$ cat src/rtl/vga_sync_decoder.sv
// Receive-side display timing decoder: recovers pixel coordinates from hsync/vsync/bright
// and verifies line/frame geometry against the nominal mode before reporting lock.
module vga_sync_decoder #(
   parameter int CORDW       = 10,
   parameter int CIDXW       = 3,
   parameter int H_ACTIVE    = 640,
   parameter int V_ACTIVE    = 480,
   parameter int H_TOTAL     = 800,
   parameter int V_TOTAL     = 525,
   parameter bit HSYNC_POL   = 1'b0,
   parameter bit VSYNC_POL   = 1'b0,
   parameter int LOCK_FRAMES = 2
) (
   input  logic             clk,
   input  logic             rst_n,
   input  logic             hsync,
   input  logic             vsync,
   input  logic             bright,
   input  logic [CIDXW-1:0] pix,
   input  logic             err_clr,
   output logic             de,
   output logic [CORDW-1:0] sx,
   output logic [CORDW-1:0] sy,
   output logic [CIDXW-1:0] pix_o,
   output logic             line_start,
   output logic             frame_start,
   output logic             locked,
   output logic             err,
   output logic [10:0]      h_len,
   output logic [10:0]      v_len
);

   localparam logic [10:0] CNT_MAX  = 11'h7FF;
   localparam logic [10:0] H_ACT_C  = 11'(H_ACTIVE);
   localparam logic [10:0] V_ACT_C  = 11'(V_ACTIVE);
   localparam logic [10:0] H_TOT_C  = 11'(H_TOTAL);
   localparam logic [10:0] V_TOT_C  = 11'(V_TOTAL);
   localparam logic [10:0] H_LOST_C = 11'(2 * H_TOTAL);
   localparam logic [7:0]  LOCK_C   = 8'(LOCK_FRAMES);

   typedef enum logic [1:0] {HUNT, MEAS, LOCK} state_t;

   state_t           state_q;
   logic [7:0]       goodCnt_q;
   logic             hAct1_q, vAct1_q, hAct2_q, vAct2_q;
   logic             bright1_q, errClr1_q;
   logic [CIDXW-1:0] pix1_q;
   logic [10:0]      hcnt_q, acnt_q, vcnt_q, alines_q;
   logic             frameBad_q;

   logic        hEdge, vEdge, hLost, lineActive, lineBad, frameGood, newErr;
   logic [10:0] hcnt_d, acntBase, acnt_d, vcnt_d, alines_d;
   logic        frameBad_d;

   // Sync levels are stored as "asserted" flags so a reset pipeline never fakes an edge.
   always_ff @(posedge clk or negedge rst_n) begin
      if (!rst_n) begin
         hAct1_q   <= 1'b0;
         vAct1_q   <= 1'b0;
         hAct2_q   <= 1'b0;
         vAct2_q   <= 1'b0;
         bright1_q <= 1'b0;
         errClr1_q <= 1'b0;
         pix1_q    <= '0;
      end else begin
         hAct1_q   <= (hsync == HSYNC_POL);
         vAct1_q   <= (vsync == VSYNC_POL);
         hAct2_q   <= hAct1_q;
         vAct2_q   <= vAct1_q;
         bright1_q <= bright;
         errClr1_q <= err_clr;
         pix1_q    <= pix;
      end
   end

   always_comb begin
      hEdge      = hAct1_q & ~hAct2_q;
      vEdge      = vAct1_q & ~vAct2_q;
      hLost      = (hcnt_q >= H_LOST_C);
      hcnt_d     = hEdge ? 11'd1 : ((hcnt_q == CNT_MAX) ? hcnt_q : hcnt_q + 11'd1);
      acntBase   = hEdge ? 11'd0 : acnt_q;
      acnt_d     = (bright1_q && (acntBase != CNT_MAX)) ? acntBase + 11'd1 : acntBase;
      lineActive = hEdge && (acnt_q != 11'd0);
      lineBad    = hEdge && (((acnt_q != 11'd0) && (acnt_q != H_ACT_C)) || (hcnt_q != H_TOT_C));
      frameGood  = (vcnt_q == V_TOT_C) && (alines_q == V_ACT_C) && !frameBad_q;
      newErr     = vEdge && !hLost && (state_q == LOCK) && !frameGood;
      // A line whose hsync edge coincides with vsync belongs to the new frame.
      if (vEdge) begin
         vcnt_d     = {10'd0, hEdge};
         alines_d   = {10'd0, lineActive};
         frameBad_d = lineBad;
      end else begin
         vcnt_d     = (hEdge && (vcnt_q != CNT_MAX)) ? vcnt_q + 11'd1 : vcnt_q;
         alines_d   = (lineActive && (alines_q != CNT_MAX)) ? alines_q + 11'd1 : alines_q;
         frameBad_d = frameBad_q | lineBad;
      end
   end

   always_ff @(posedge clk or negedge rst_n) begin
      if (!rst_n) begin
         hcnt_q      <= '0;
         acnt_q      <= '0;
         vcnt_q      <= '0;
         alines_q    <= '0;
         frameBad_q  <= 1'b0;
         de          <= 1'b0;
         sx          <= '0;
         sy          <= '0;
         pix_o       <= '0;
         line_start  <= 1'b0;
         frame_start <= 1'b0;
         h_len       <= '0;
         v_len       <= '0;
      end else begin
         hcnt_q      <= hcnt_d;
         acnt_q      <= acnt_d;
         vcnt_q      <= vcnt_d;
         alines_q    <= alines_d;
         frameBad_q  <= frameBad_d;
         de          <= bright1_q;
         pix_o       <= pix1_q;
         line_start  <= hEdge;
         frame_start <= vEdge;
         if (bright1_q) begin
            sx <= acntBase[CORDW-1:0];
            sy <= alines_d[CORDW-1:0];
         end
         if (hEdge) h_len <= hcnt_q;
         if (vEdge) v_len <= vcnt_q;
      end
   end

   // Lock FSM; losing hsync overrides any frame decision and never flags an error.
   always_ff @(posedge clk or negedge rst_n) begin
      if (!rst_n) begin
         state_q   <= HUNT;
         goodCnt_q <= '0;
         locked    <= 1'b0;
         err       <= 1'b0;
      end else begin
         err <= (err & ~errClr1_q) | newErr;
         if (hLost) begin
            state_q   <= HUNT;
            goodCnt_q <= '0;
            locked    <= 1'b0;
         end else if (vEdge) begin
            case (state_q)
               HUNT: begin
                  state_q   <= MEAS;
                  goodCnt_q <= '0;
               end
               MEAS: begin
                  if (!frameGood) begin
                     goodCnt_q <= '0;
                  end else begin
                     goodCnt_q <= goodCnt_q + 8'd1;
                     if ((goodCnt_q + 8'd1) >= LOCK_C) begin
                        state_q <= LOCK;
                        locked  <= 1'b1;
                     end
                  end
               end
               LOCK: begin
                  if (!frameGood) begin
                     state_q   <= MEAS;
                     goodCnt_q <= '0;
                     locked    <= 1'b0;
                  end
               end
               default: begin
                  state_q   <= HUNT;
                  goodCnt_q <= '0;
                  locked    <= 1'b0;
               end
            endcase
         end
      end
   end

endmodule

$ cat config.mk
export PLATFORM = sky130hd
export DESIGN_NAME = vga_sync_decoder
export DESIGN_NICKNAME = d
export VERILOG_FILES = /design/src/rtl/vga_sync_decoder.sv
export SDC_FILE = /design/constraint.sdc
export NUM_CORES = 1
export LEC_CHECK = 0
export CAP_MARGIN = 20
export CORE_ASPECT_RATIO = 0.5
export CORE_UTILIZATION = 53
export CTS_BUF_LIST = sky130_fd_sc_hd__clkbuf_8
export DETAILED_ROUTE_END_ITERATION = 10
export PLACE_DENSITY = 0.9
export SLEW_MARGIN = 20
export SYNTH_ARGS = -nofsm -noshare
export SYNTH_HDL_FRONTEND = slang
export SYNTH_SLANG_ARGS = --single-unit
export TNS_END_PERCENT = 1
$ cat constraint.sdc
create_clock -name clk -period 2.6 [get_ports clk]
set_clock_uncertainty 0.15 [all_clocks]
set_input_delay 0.78 -clock clk [delete_from_list [all_inputs] [get_ports clk]]
set_output_delay 0.78 -clock clk [all_outputs]
set_load 0.02 [all_outputs]
==> run_1/final_clocks.png <==
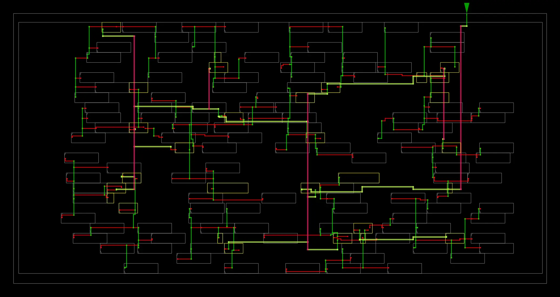
clock group power: 1.59 mW
Clock buffer cells: 21

==> run_1/zoom.png <==
Region (93, 3) to (123, 33) um. Cells in grey, sequential cells in the stronger grey; small squares are vias.
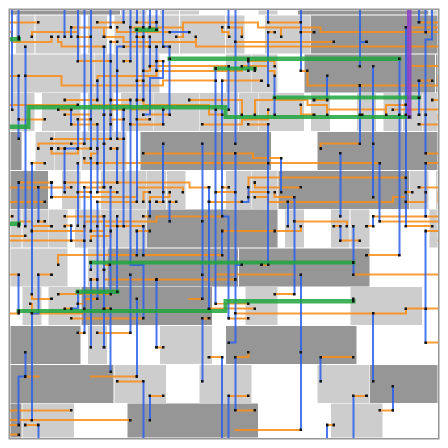
- orange: met1
- purple: met4
- blue: met2
- green: met3
- netlist names of flops here include: vcnt_q (7), pix1_q (3), pix_o (2)
- most frequent: nand2_1 (15), dfrtp_1 (14)
- cells with their middle in the window: 71
- sequential cells in the window: 14

==> run_1/drive_strength.png <==
The bar under the picture is 50 um long.
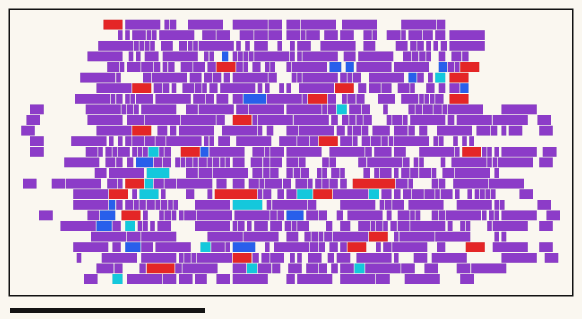
- purple: drive 1 or less (cells 570; share 91%; most used dfrtp_1)
- blue: drive 2 (cells 15; share 2.4%; most used or2_2)
- cyan: drive 3 to 4 (cells 14; share 2.2%; most used buf_4)
- red: drive 6 and up (cells 24; share 3.9%; most used clkbuf_8)
bufs w/o clock: 66
setup ws final: 166 ps
Area Overhead vs Synth: 20.4%
final instance area: 0.00645 mm^2

==> run_1/clock_map.png <==
The bar under the picture is 50 um long.
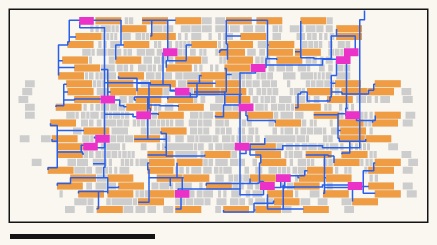
- orange: flip-flops (count 114)
- blue: clock wires (length 1,370 um)
- magenta: cells driving clock nets (count 17)
- routed clock nets: 18
Clock power frac: 36.8%
clk ins delay skew pair: 440 ps

==> out/results.txt, run 1 <==
Cells after synthesis - 552
YS chip area - 0.00536 mm^2
DR vias/cell - 5.71
Critical path depth - 7
Slowest cell on the critical path - or4b_4
Postcts setup bufs - 0
IO Count - 59
Worst Reg2Reg Path Length in Cells - 7
DP HPWL - 7620 um
Register area - 0.00285 mm^2
Syn Std Cell Area - 0.00536 mm^2
Worst stage delay on the critical path - 540 ps
Flops out of synthesis - 114
Async SR Flop Fraction - 100%
Mapped Nets - 570
Most numerous logic cell after layout - dfrtp_1
Crit path from - hAct1_q$_DFF_PN0_
Crit-path max FO - 7
Aoi share - 12.0%
Top cells, area - dfrtp_1, nand2_1, nor2_1
Type of origin of the critical path - register
Tcrit/Tclk final - 93.6%
Tot GR Track Use - 24.5%
Die Wd - 144 um
Pwr dens - 668 mW/mm^2
Iteration-0 DRC Markers - 325
Top cell type's share of synthesized area - 53.2%
Area leader, netlist - dfrtp_1
Avg WL per Cell - 15.3 um
Yosys adder share - 2.10%
Fmax - 411 MHz
Hold_ws - 59.8 ps
Post-synth top cells - dfrtp_1, nand2_1, nor2_1, a21oi_1, nand3_1
Proportion of layout cells with a drive suffix above 1 - 8.51%
Slew margin rel. - 45.9%
P_leak - 2.90 nW
Yosys warning tally - 0
Maximum clock path buffer count - 2
Status - finished clean
VDD IR max - 305 uV
Initial Utilization - 55.6%
Kind of critical path - reg -> reg
N_diodes - 0
XOR/XNOR Area Share - 3.60%
Max-cap violation count - 0
Delay-heaviest family, CP - simple AND/OR/NAND/NOR gates
Grt total ovfl - 0
Mux frac, synth - 1.19%
CTS Sinks - 114
# Cells Yosys - 552
Antenna violations before repair - 0
Seq/Total Area, Yosys - 53.2%
Simple share - 24.6%
Crit path DAT - 2610 ps
H-tree depth - 4
Core area - 0.00963 mm^2
I/O Buffers - 58
CTS buffer count - 17
Comb area leader - simple AND/OR/NAND/NOR gates
Worst r2r dst - acnt_q[1]$_DFF_PN0_
Die height - 73.1 um
Vias - 4,331
Total wire length - 11,600 um
R2r setup slk - 170 ps
Clock transition at the registers of the reported paths - 60 ps
Setup crit end - acnt_q[1]$_DFF_PN0_
Crit path cell chain - nand2b_1 -> and2_1 -> ha_1 -> nand3_1 -> or4b_4 -> o21ai_4 -> mux2_2
Vias in the first global route - 3,997
Clk root buf - clkbuf_8
Slew Viols, Final - 0
Post-cts resize count - 0
Largest net degree at the start of global routing - 95
Final ANT Viol Nets - 0
Die ar. - 0.0105 mm^2
Syn Area/Cell - 9.71 um^2
Hold crit path type - in -> async
Global-route wire length before repair - 19,400 um
Placer's final routability congestion estimate - 0.910
Placement Rows - 25
Final Critical Period - 2430 ps
Final hold violations - 0
Count leader, synth - dfrtp_1
Top FF cell, synth - dfrtp_1
Tool warnings - 30
CTS Hold Buffers Added - 0
CP Capture Type - register
Library cells used by synthesis - 61
Number of fill cells - 692
Total Nets Final - 631
Crit Reg-Reg Startpoint - hAct1_q$_DFF_PN0_
Total power draw - 4.31 mW
CTS tree - built
Setup Viol. Count Final - 0
Post-synth tally of flip-flops with integrated enable - 0
Buf/Inv on CP - 0
Logic area - 0.00233 mm^2
Post-route setup TNS - 0 ps
Setup repair after global routing missed its margin - no
Drt pass-1 iters - 5
Most instantiated logic cells after routing - dfrtp_1, nand2_1, clkdlybuf4s50_1
Worst Tran Pin Value - 811 ps
DRC Markers - 0
Critical path data required time - 2770 ps
## run 1: flip-flops by register name, summed over array words and instances (netlist names)
signal       count
h_len           11
frameBad_q       1
hAct1_q          1
sx              10
vAct1_q          1
sy              10
bright1_q        1
hcnt_q          11
v_len           11
acnt_q          11
pix_o            3
state_q          2
goodCnt_q        8
vAct2_q          1
line_start       1
alines_q        11
err              1
frame_start      1
hAct2_q          1
vcnt_q          11
de               1
pix1_q           3
locked           1
errClr1_q        1
## run 1: metal layers
| metal | wire (um) | share of wire (%) | up-vias | global-route usage [%] |
|---|---|---|---|---|
| met5 | 0 | 0 | - | 0 |
| met4 | 197 | 1.7 | 0 | 10.3 |
| met3 | 534 | 4.6 | 23 | 6.04 |
| met2 | 5540 | 48 | 119 | 38.4 |
| met1 | 5320 | 46 | 2125 | 32.9 |
| li1 | - | - | 2064 | - |
## run 1: through the flow
stage / instance area, um^2 / instances / util, % / setup WS, ps
after global placement: 6070 / 729 / 63.1 / 293
after floorplan: 5360 / 552 / - / 76.9
after global routing: 6450 / 758 / 67.0 / 0.849
final: 6450 / 758 / 67.0 / 166
after CTS: 6450 / 758 / 67.0 / 157
after detailed placement: 6070 / 729 / 63.1 / 221
## run 1: where the power goes
| group | switching [mW] | total [mW] | internal (mW) | leakage, nW |
|---|---|---|---|---|
| Clock | 0.666 | 1.59 | 0.922 | 0.203 |
| Sequential | 0.139 | 2.06 | 1.92 | 1.52 |
| Combinational | 0.389 | 0.665 | 0.276 | 1.17 |
| Total | 1.19 | 4.31 | 3.12 | 2.90 |
## run 1: area by class of cell
class,count,area share (%)
Sequential cell,114,44.2
Multi-Input combinational cell,396,36.1
Timing Repair Buffer,66,10.1
Clock buffer,21,4.48
Tap cell,135,2.62
Clock inverter,8,1.38
Inverter,18,1.09
==> run_1/registers.png <==
The bar under the picture is 50 um long.
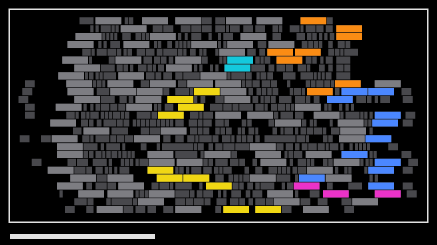

--- run 2 (diff from run 1) ---
--- a/config.mk
+++ b/config.mk
@@ -7,10 +7,11 @@
 export LEC_CHECK = 0
 export CAP_MARGIN = 20
 export CORE_ASPECT_RATIO = 0.5
-export CORE_UTILIZATION = 53
+export CORE_UTILIZATION = 59
 export CTS_BUF_LIST = sky130_fd_sc_hd__clkbuf_8
 export DETAILED_ROUTE_END_ITERATION = 10
-export PLACE_DENSITY = 0.9
+export DONT_BUFFER_PORTS = 1
+export PLACE_DENSITY = 0.89
 export SLEW_MARGIN = 20
 export SYNTH_ARGS = -nofsm -noshare
 export SYNTH_HDL_FRONTEND = slang
==> run_2/registers.png <==
The bar under the picture is 50 um long.
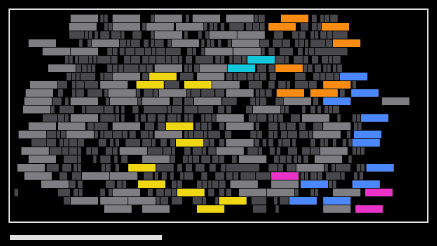
- cyan: state_q (placed flops 2)
- blue: v_len (placed flops 11)
- magenta: pix_o (placed flops 3)
- yellow: sy (placed flops 10)
- orange: goodCnt_q (placed flops 8; where upper right)
- not coloured: 80

==> run_2/final_clocks.png <==
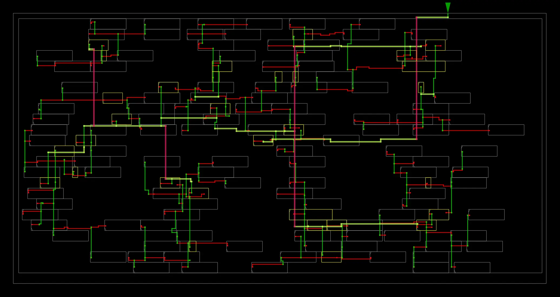
CTS buffer count: 17
CTS Sinks: 114
sequential cells: 114
clk ins delay skew pair: 430 ps

==> run 2 against run 1 <==
  * The run now ends with negative hold slack left
  * Flip-flop count unchanged
  * Routed wire length fell by 2.3%
  * Register-to-register slack worse by 30 ps
  * Via count fell by 3.2%
  * Total power fell by 4.1%
  * Clock power is essentially flat
  * Core utilization is 0.49 points lower
  * Critical path type unchanged
==> out/results.txt, run 2 <==
Largest net degree at the start of global routing - 115 (+21%)
Grt total ovfl - 0 (unchanged)
Hold_ws - -104 ps (-164 ps)
Async SR Flop Fraction - 100% (unchanged)
Setup repair after global routing missed its margin - no
Hold crit path type - in -> async
Fmax - 406 MHz (-1.1%)
Tcrit/Tclk final - 94.7% (+1.1 points)
Syn Std Cell Area - 0.00536 mm^2 (unchanged)
Proportion of layout cells with a drive suffix above 1 - 8.85% (+0.34 points)
Iteration-0 DRC Markers - 343 (+5.5%)
Crit path cell chain - nand2b_1 -> and2_1 -> ha_1 -> nand3_1 -> or4b_4 -> o21ai_4 -> mux2_2
Placer's final routability congestion estimate - 0.866 (-4.8%)
Kind of critical path - reg -> reg
Failing checks - negative hold slack
Global-route wire length before repair - 18,900 um (-2.7%)
Crit-path max FO - 7 (unchanged)
IO Count - 59 (unchanged)
H-tree depth - 4 (unchanged)
Top cell type's share of synthesized area - 53.2% (unchanged)
Most instantiated logic cells after routing - dfrtp_1, nand2_1, nor2_1
R2r setup slk - 140 ps (-30 ps)
Top FF cell, synth - dfrtp_1
Mapped Nets - 570 (unchanged)
Worst Tran Pin Value - 724 ps (-87.0 ps)
I/O Buffers - 0 (-100%)
Top cells, area - dfrtp_1, nand2_1, nor2_1
Critical path depth - 7 (unchanged)
Tool warnings - 34 (+13%)
Slew Viols, Final - 0 (unchanged)
VDD IR max - 482 uV (+58%)
Maximum clock path buffer count - 2 (unchanged)
Post-synth top cells - dfrtp_1, nand2_1, nor2_1, a21oi_1, nand3_1
Worst stage delay on the critical path - 550 ps (about the same)
Total power draw - 4.14 mW (-4.1%)
Die ar. - 0.00949 mm^2 (-10%)
Tot GR Track Use - 25.9% (+1.5 points)
Post-cts resize count - 0 (unchanged)
Post-synth tally of flip-flops with integrated enable - 0 (unchanged)
Worst r2r dst - acnt_q[1]$_DFF_PN0_
P_leak - 2.69 nW (-7.2%)
Vias - 4,192 (-3.2%)
N_diodes - 0 (unchanged)
Max-cap violation count - 0 (unchanged)
CTS tree - built
YS chip area - 0.00536 mm^2 (unchanged)
Die Wd - 137 um (-5.1%)
Final hold violations - 114 (+114)
Placement Rows - 24 (-4.0%)
Pwr dens - 710 mW/mm^2 (+6.2%)
Final ANT Viol Nets - 0 (unchanged)
Type of origin of the critical path - register
Buf/Inv on CP - 0 (unchanged)
Final Critical Period - 2460 ps (+28.2 ps)
Post-route setup TNS - 0 ps (unchanged)
Vias in the first global route - 4,009 (+0.30%)
Area leader, netlist - dfrtp_1
Delay-heaviest family, CP - simple AND/OR/NAND/NOR gates
Total wire length - 11,300 um (-2.3%)
Area Overhead vs Synth - 8.78%
Die height - 69.4 um (-5.1%)
Total Nets Final - 571 (-9.5%)
DP HPWL - 7500 um (-1.6%)
# Cells Yosys - 552 (unchanged)
Antenna violations before repair - 0 (unchanged)
Yosys warning tally - 0 (unchanged)
Most numerous logic cell after layout - dfrtp_1
Flops out of synthesis - 114 (unchanged)
Library cells used by synthesis - 61 (unchanged)
Initial Utilization - 61.1% (+5.5 points)
Slowest cell on the critical path - or4b_4
Crit Reg-Reg Startpoint - hAct1_q$_DFF_PN0_
DRC Markers - 0 (unchanged)
CP Capture Type - register
Clk root buf - clkbuf_8
Seq/Total Area, Yosys - 53.2% (unchanged)
Setup crit end - acnt_q[1]$_DFF_PN0_
Syn Area/Cell - 9.71 um^2 (unchanged)
Avg WL per Cell - 16.6 um (+8.5%)
DR vias/cell - 6.15 (+7.6%)
Slew margin rel. - 51.7% (+5.8 points)
Cells after synthesis - 552 (unchanged)
Setup Viol. Count Final - 0 (unchanged)
Postcts setup bufs - 0 (unchanged)
Critical path data required time - 2760 ps (about the same)
Core area - 0.00877 mm^2 (-9.0%)
Status - finished with violations
Worst Reg2Reg Path Length in Cells - 7 (unchanged)
Drt pass-1 iters - 7 (+2)
Count leader, synth - dfrtp_1
Clock transition at the registers of the reported paths - 70 ps (about the same)
Crit path DAT - 2620 ps (about the same)
Crit path from - hAct1_q$_DFF_PN0_
==> run_2/zoom.png <==
Region (88, 2) to (118, 32) um. Cells in grey, sequential cells in the stronger grey; small squares are vias.
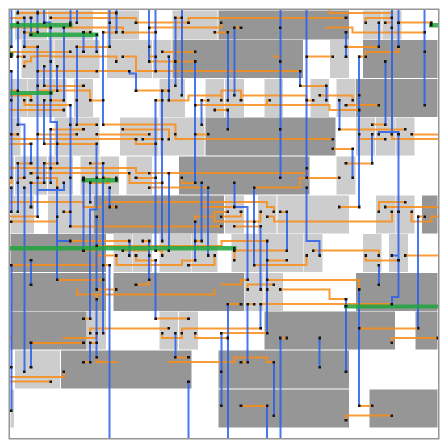
- orange: met1
- green: met3
- blue: met2
- cells with their middle in the window: 71
- netlist names of flops here include: vcnt_q (7), v_len (6), pix1_q (2)
- most frequent: nand2_1 (27), dfrtp_1 (17), xnor2_1 (5)
- sequential cells in the window: 17

## run 2: cell counts after synthesis
No cell type changed its count.
## run 2: stage by stage
stage / setup WS, ps / hold slack, ps / instances / instance area (um^2) / util, %
floorplan: 76.9 / 181 / 552 / 5360 / -
global placement: 256 / 182 / 651 / 5450 / 62.1
detailed placement: 162 / 187 / 651 / 5450 / 62.1
CTS: 144 / -130 / 682 / 5830 / 66.5
global route: 4.53 / -134 / 682 / 5830 / 66.5
finish: 138 / -104 / 682 / 5830 / 66.5
## run 2: per-layer routing
layer	GRT usage, %	vias to the layer above	share of wire [%]
met3	8.92	27	7.8
met1	33.8	2041	44
li1	-	1955	-
met5	0	-	0
met2	39.8	169	46
met4	10.6	0	2.0
## run 2: cell type report
| type | instances | area, um^2 |
|---|---|---|
| clock buffer | 21 | 289 |
| clock inverter | 10 | 93.8 |
| fill | 655 | 2940 |
| inverter | 18 | 70.1 |
| multi-input combinational | 396 | 2330 |
| sequential | 114 | 2850 |
| tap | 117 | 146 |
| timing repair buffer | 6 | 45.0 |
## run 2: worst reg2reg max path, cell delays in order, from the launching register on
cell	delay, ps
dfrtp_1	380
nand2b_1	130
and2_1	200
ha_1	180
nand3_1	100
or4b_4	550
o21ai_4	270
mux2_2	380
## run 2: report_power, final
group	leakage [nW]	switching, mW	internal [mW]
combinational	0.946	0.241	0.153
clock	0.218	0.666	0.926
sequential	1.52	0.232	1.92
total	2.69	1.14	3.00
## run 2: kinds of logic (layout without fill, tap and decap cells)
group	after synthesis	count (layout)	share of synthesized area [%]
and+or+nand+nor	267	267	24.6
buffers and inverters	42	55	3.25
adders and majority gates	9	9	2.10
muxes	6	6	1.19
DFF	114	114	53.2
AOI/OAI and AO/OA	92	92	12.0
xor gates and xnor gates	22	22	3.60
==> run_2/clock_map.png <==
The bar under the picture is 50 um long.
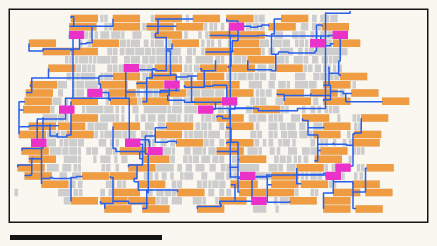

--- run 3 (diff from run 2) ---
--- a/config.mk
+++ b/config.mk
@@ -7,11 +7,11 @@
 export LEC_CHECK = 0
 export CAP_MARGIN = 20
 export CORE_ASPECT_RATIO = 0.5
-export CORE_UTILIZATION = 59
-export CTS_BUF_LIST = sky130_fd_sc_hd__clkbuf_8
+export CORE_UTILIZATION = 57
+export CTS_BUF_LIST = sky130_fd_sc_hd__clkbuf_16
 export DETAILED_ROUTE_END_ITERATION = 10
 export DONT_BUFFER_PORTS = 1
-export PLACE_DENSITY = 0.89
+export PLACE_DENSITY = 0.86
 export SLEW_MARGIN = 20
 export SYNTH_ARGS = -nofsm -noshare
 export SYNTH_HDL_FRONTEND = slang
==> run_3/clock_map.png <==
The bar under the picture is 50 um long.
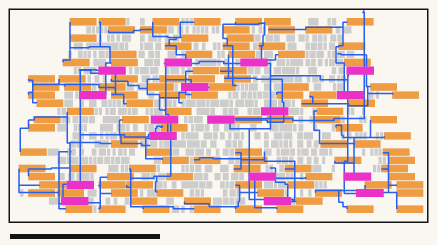
- orange: flip-flops (count 114)
- magenta: cells driving clock nets (count 17)
- blue: clock wires (length 1,500 um)
- routed clock nets: 18

==> run_3/final_clocks.png <==
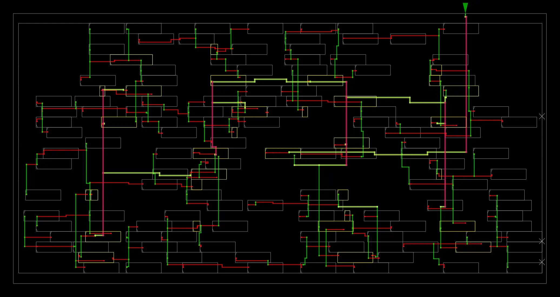
clock group power: 2.17 mW
Clock buffer cells: 17
clk ins delay skew pair: 410 ps

==> run_3/zoom.png <==
Region (89, 3) to (119, 33) um. Cells in grey, sequential cells in the stronger grey; small squares are vias.
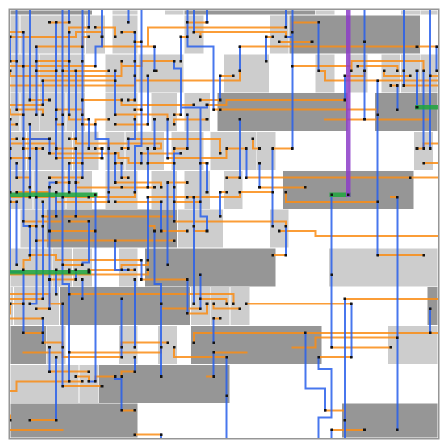
- blue: met2
- orange: met1
- purple: met4
- green: met3
- cells with their middle in the window: 64
- most frequent: nand2_1 (19), dfrtp_1 (10)
- sequential cells in the window: 10
- netlist names of flops here include: vcnt_q (6), v_len (3)

==> run 3 against run 2 <==
  * The run ends with design-rule violations, negative hold slack left
  * First-iteration DRC count decreased by 1.7%
  * Combinational power about the same
  * Global-route usage decreased by 0.47 points
  * Via count decreased by 1.9%
  * Clock power increased by 36%
  * Synthesized cell count unchanged
  * Non-clock buffer count unchanged
  * Final cell count increased by 0.15%
  * Clock-buffer cell count decreased by 4
  * Area after synthesis unchanged
  * Sequential share of layout area decreased by 1.4 points
==> out/results.txt, run 3 <==
Area leader, netlist - dfrtp_1
Maximum clock path buffer count - 2 (unchanged)
Tcrit/Tclk final - 94.6% (-0.15 points)
CTS Sinks - 114 (unchanged)
Final Critical Period - 2460 ps (-3.93 ps)
Status - finished with violations
Library cells used by synthesis - 61 (unchanged)
Setup ws final - 142 ps (+3.93 ps)
Most numerous logic cell after layout - dfrtp_1
Final hold violations - 114 (unchanged)
Aoi share - 12.0% (unchanged)
DRC Markers - 3 (+3)
Drt pass-1 iters - 8 (+1)
Postcts setup bufs - 0 (unchanged)
Final ANT Viol Nets - 0 (unchanged)
Syn Area/Cell - 9.71 um^2 (unchanged)
Kind of critical path - reg -> reg
CTS tree - built
H-tree depth - 4 (unchanged)
Logic area - 0.00233 mm^2 (unchanged)
Top cell type's share of synthesized area - 53.2% (unchanged)
Post-route setup TNS - 0 ps (unchanged)
Most instantiated logic cells after routing - dfrtp_1, nand2_1, nor2_1
Proportion of layout cells with a drive suffix above 1 - 8.83% (-0.016 points)
Max-cap violation count - 0 (unchanged)
VDD IR max - 522 uV (+8.1%)
Fmax - 407 MHz (+0.16%)
Yosys adder share - 2.10% (unchanged)
Placement Rows - 24 (unchanged)
Setup Viol. Count Final - 0 (unchanged)
Post-place setup slack - 165 ps (+2.79 ps)
Hold_ws - -89.4 ps (+14.4 ps)
CP Capture Type - register
Buf/Inv on CP - 0 (unchanged)
YS chip area - 0.00536 mm^2 (unchanged)
Worst stage delay on the critical path - 540 ps (about the same)
Area Overhead vs Synth - 12.0%
Flops out of synthesis - 114 (unchanged)
N_diodes - 0 (unchanged)
Global-route wire length before repair - 19,300 um (+2.5%)
Crit path cell chain - nand2b_1 -> and2_1 -> ha_1 -> nand3_1 -> or4b_4 -> o21ai_4 -> mux2_2
Type of origin of the critical path - register
Register area - 0.00285 mm^2 (unchanged)
P_leak - 2.74 nW (+2.0%)
Antenna violations before repair - 0 (unchanged)
Setup repair after global routing missed its margin - no
Die Wd - 139 um (+1.7%)
Placed insts - 651 (unchanged)
Crit Reg-Reg Startpoint - hAct1_q$_DFF_PN0_
IO Count - 59 (unchanged)
Tot GR Track Use - 25.5% (-0.47 points)
Critical path data required time - 2750 ps (about the same)
Tool warnings - 34 (unchanged)
Worst Tran Pin Value - 748 ps (+24.0 ps)
Avg WL per Cell - 16.5 um (-0.29%)
Slew margin rel. - 50.1% (-1.6 points)
Placer's final routability congestion estimate - 0.856 (-1.2%)
Grt total ovfl - 0 (unchanged)
Crit path from - hAct1_q$_DFF_PN0_
Vias in the first global route - 4,105 (+2.4%)
Count leader, synth - dfrtp_1
Mux frac, synth - 1.19% (unchanged)
DP Area - 0.00545 mm^2 (unchanged)
Iteration-0 DRC Markers - 337 (-1.7%)
Final instance area - 0.00600 mm^2 (+2.9%)
Pwr dens - 787 mW/mm^2 (+11%)
XOR/XNOR Area Share - 3.60% (unchanged)
Failing checks - design-rule violations, negative hold slack
Comb area leader - simple AND/OR/NAND/NOR gates
Slowest cell on the critical path - or4b_4
Seq/Total Area, Yosys - 53.2% (unchanged)
I/O Buffers - 0 (unchanged)
Total wire length - 11,300 um (-0.14%)
run 3: layout make-up:
class | instances | share of cell area, %
flip-flops and latches | 114 | 47.5
multi-input cells | 396 | 38.9
clock buffers | 17 | 7.09
well taps | 117 | 2.44
clock inverters | 15 | 2.13
inverters | 18 | 1.17
repair buffers | 6 | 0.751
run 3: worst max path at each step:
| stage | to | cells after the start |
|---|---|---|
| floorplan | acnt_q[1]$_DFF_PN0_ | 9 |
| global placement | acnt_q[1]$_DFF_PN0_ | 7 |
| detailed placement | acnt_q[1]$_DFF_PN0_ | 7 |
| CTS | acnt_q[1]$_DFF_PN0_ | 7 |
| global route | acnt_q[1]$_DFF_PN0_ | 7 |
| finish | acnt_q[1]$_DFF_PN0_ | 7 |
run 3: per-layer routing:
metal | vias up | GRT usage (%) | wire (um)
li1 | 1944 | - | -
met2 | 139 | 40.0 | 5200
met4 | 0 | 12.6 | 335
met3 | 37 | 8.67 | 795
met1 | 1992 | 32.1 | 4970
met5 | - | 0 | 0
run 3: cell families after synthesis:
logic type / count (synthesis)
buffers and inverters: 42
AOI/OAI and AO/OA: 92
DFF: 114
muxes: 6
adders and majority gates: 9
and+or+nand+nor: 267
xor gates and xnor gates: 22
run 3: report_power, final:
part | internal, mW | switching [mW]
Combinational | 0.154 | 0.244
Clock | 1.38 | 0.796
Sequential | 1.92 | 0.229
Total | 3.45 | 1.27
Power and IR drop assume default switching activity.
